==> config.mk <==
export PLATFORM = sky130hd
export DESIGN_NAME = clock_divider_bank
export DESIGN_NICKNAME = d
export VERILOG_FILES = /design/src/rtl/clock_divider_bank.sv
export SDC_FILE = /design/constraint.sdc
export NUM_CORES = 1
export LEC_CHECK = 0
export ABC_AREA = 1
export CORE_MARGIN = 4
export CORE_UTILIZATION = 55
export DETAILED_ROUTE_END_ITERATION = 12
export GPL_ROUTABILITY_DRIVEN = 0
export PLACE_DENSITY_LB_ADDON = 0.12
export REMOVE_ABC_BUFFERS = 1
export SETUP_SLACK_MARGIN = 0.15
export SLEW_MARGIN = 20
export SYNTH_ARGS = -nofsm -noshare
export SYNTH_HDL_FRONTEND = slang
export SYNTH_SLANG_ARGS = --single-unit
==> constraint.sdc <==
create_clock -name clk_10MHz -period 3.42 [get_ports clk_10MHz]
set_input_delay 0.684 -clock clk_10MHz [delete_from_list [all_inputs] [get_ports clk_10MHz]]
set_output_delay 0.684 -clock clk_10MHz [all_outputs]
set_load 0.05 [all_outputs]
==> src/rtl/clock_divider_bank.sv <==
// Bank of independent, runtime-programmable 50% clock dividers with glitch-free
// half-period reload through a shadow register and a global phase re-align.
module clock_divider_bank #(
    parameter int NUM_CH     = 4,
    parameter int DIV_W      = 16,
    parameter int RESET_HALF = 10000
) (
    input  logic              clk_10MHz,
    input  logic              rst,
    input  logic [NUM_CH-1:0] ch_en,
    input  logic              sync,
    input  logic              wr_en,
    input  logic [3:0]        wr_ch,
    input  logic [DIV_W-1:0]  wr_data,
    output logic              wr_err,
    output logic [NUM_CH-1:0] pending,
    output logic [NUM_CH-1:0] clk_out,
    output logic [NUM_CH-1:0] tick,
    output logic [NUM_CH-1:0] tick_rise
);

    localparam logic [DIV_W-1:0] RESET_VAL = DIV_W'(RESET_HALF);

    logic wr_bad;

    assign wr_bad = wr_en && ({1'b0, wr_ch} >= 5'(NUM_CH));

    always_ff @(posedge clk_10MHz) begin
        if (rst) begin
            wr_err <= 1'b0;
        end else begin
            wr_err <= wr_bad;
        end
    end

    for (genvar i = 0; i < NUM_CH; i++) begin : g_ch
        logic [DIV_W-1:0] cnt;
        logic [DIV_W-1:0] active_half;
        logic [DIV_W-1:0] shadow;
        logic [DIV_W-1:0] eff_half;
        logic [DIV_W-1:0] next_half;
        logic             hit;
        logic             wrap;
        logic             restart;
        logic             clk_q;
        logic             tick_q;
        logic             rise_q;
        logic             pend_q;

        assign hit       = wr_en && (wr_ch == 4'(i));
        assign eff_half  = (active_half == '0) ? DIV_W'(1) : active_half;
        assign wrap      = (cnt == eff_half - DIV_W'(1));
        assign restart   = sync || !ch_en[i];
        // A write landing on a reload point bypasses the shadow entirely.
        assign next_half = hit ? wr_data : (pend_q ? shadow : active_half);

        always_ff @(posedge clk_10MHz) begin
            if (rst) begin
                cnt         <= '0;
                active_half <= RESET_VAL;
                shadow      <= RESET_VAL;
                clk_q       <= 1'b0;
                tick_q      <= 1'b0;
                rise_q      <= 1'b0;
                pend_q      <= 1'b0;
            end else if (restart || wrap) begin
                cnt         <= '0;
                active_half <= next_half;
                pend_q      <= 1'b0;
                clk_q       <= restart ? 1'b0 : ~clk_q;
                tick_q      <= !restart;
                rise_q      <= !restart && !clk_q;
            end else begin
                cnt    <= cnt + DIV_W'(1);
                tick_q <= 1'b0;
                rise_q <= 1'b0;
                if (hit) begin
                    shadow <= wr_data;
                    pend_q <= 1'b1;
                end
            end
        end

        assign clk_out[i]   = clk_q;
        assign tick[i]      = tick_q;
        assign tick_rise[i] = rise_q;
        assign pending[i]   = pend_q;
    end

endmodule

registers.png
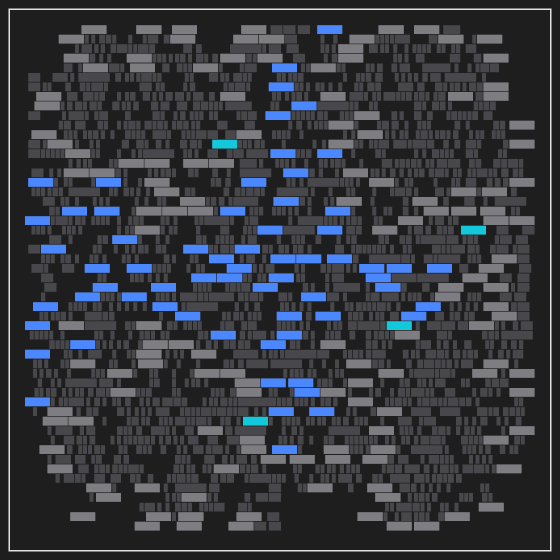
legend:
  `g_ch.pend_q`:
    color: cyan
    sequential_cells: 4
  `g_ch.shadow`:
    color: blue
    sequential_cells: 64

gate_families.png
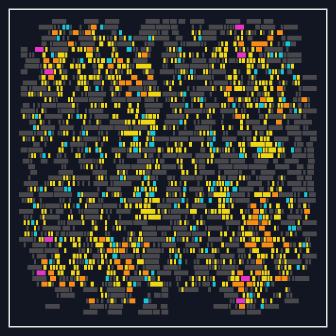
legend:
  inverting AOI/OAI gates:
    color: cyan
    cells: 116
    most_used: o21ai_0
    where: spread over the die
  XOR/XNOR gates:
    color: orange
    cells: 77
    most_used: xor2_1
    where: spread over the die
  adder and majority cells:
    color: magenta
    cells: 8
    most_used: ha_1
    where: spread over the die
  NAND gates:
    color: yellow
    cells: 723
    most_used: nand2_1
    where: spread over the die

==> impl_metrics.ini <==
; generated from flow reports
[clock_network]
clock_tree.root_cell = clkbuf_16
cts.hold.buffers_added = 0
tritoncts_clock_tree = built
maximum_level_of_the_cts_h_tree = 1
cts_inserted_buffers = 23

[status]
status = finished clean

[final_layout]
layout-drive-gt1-share = 0.0658
seq_area_um2 = 4180
layout_top_registers = g_ch.active_half: 64 flops, g_ch.cnt: 64 flops, g_ch.shadow: 64 flops
syn_to_final_growth_pct = 12.3
ff_count = 209
layout.non_clock_buffers = 65
final_design_area_no_fill_um2 = 13100
comb_area_share = 0.489
num-fill-cells = 2014
layout_top_cell_excl_fill_tap = nand2_1
final_nets = 1877
clkbuf_count = 32
inverters = 221

[detailed_routing]
route.detailed.drc = 0
max_layer_used = met4
drt_pre_antenna_iters = 5
met2RoutedLength_um = 12300
wire_per_inst_um = 12.7

[pwr]
cellLeakagePower_uw = 0.00636
swShare = 0.234
ir_worst_vdd_uv = 250
share_clk_of_total_power = 0.456
portion_of_total_power_attributed_to_sequential_cells = 0.475
power_per_cell_area_nw_per_um2 = 398
power_of_the_clock_network_uw = 2390
power_sequential_uw = 2490

[synth]
postSynthSeqShare = 0.358
postSynth.asyncResetShare = 0
dominantRegCellSynth = dfxtp_1
yosys_warnings = 0
synth.top_cell.area_share = 0.358
ys_area_um2 = 11700

[sta]
slew_headroom = 0.576
finalSetupViolations = 0
finalWorstSetupSlack_ps = 401
fin_skew_ps = 11.9
min_period_over_period = 0.883
minimum_period_implied_by_the_final_worst_setup_slack_ps = 3020

[worst_setup_path]
r2r_slack_ps = 400
critPathSlowestCell = dfxtp_1
timing.critical_path.from_type = register
crit_required_ps = 3820
crit_path_end_kind = register

[die]
die.size.y_um = 154
io-pin-count = 45
floorplan.tapcells = 275
core_area_um2 = 21000

[global_routing]
global_route.usage.total = 0.222
groute.layer.met1.usage = 0.316
first_global_vias = 9619
met2_usage = 0.369

[place]
place_inst = 2083

[job]
max_cap_violations = 0

[min_path]
hold_path_startpoint = g_ch[2].clk_q
==> kinds of logic (layout without fill, tap and decap cells) <==
logic type	after synthesis	after routing	synth area share
buf+inv	292	323	0.107
simple gates	1118	1119	0.414
compound gates	117	117	0.0539
flops	209	209	0.358
xor+xnor	77	77	0.0588
fa+ha+maj	8	8	0.00856
==> worst register-to-register path, cell delays in order (launching register included) <==
cell	delay, ps
dfxtp_1	350
nor2_1	140
nand2_1	120
nor2_1	160
nand3b_2	110
nand2_1	90
inv_1	90
ha_1	260
nand2_2	140
xor2_2	180
xor2_1	190
and2_0	140
nand2_1	50
nor2_1	160
nand3_2	140
buf_4	190
nand3_4	130
buf_4	160
nand2_1	50
nand2_1	50
nor2_1	40
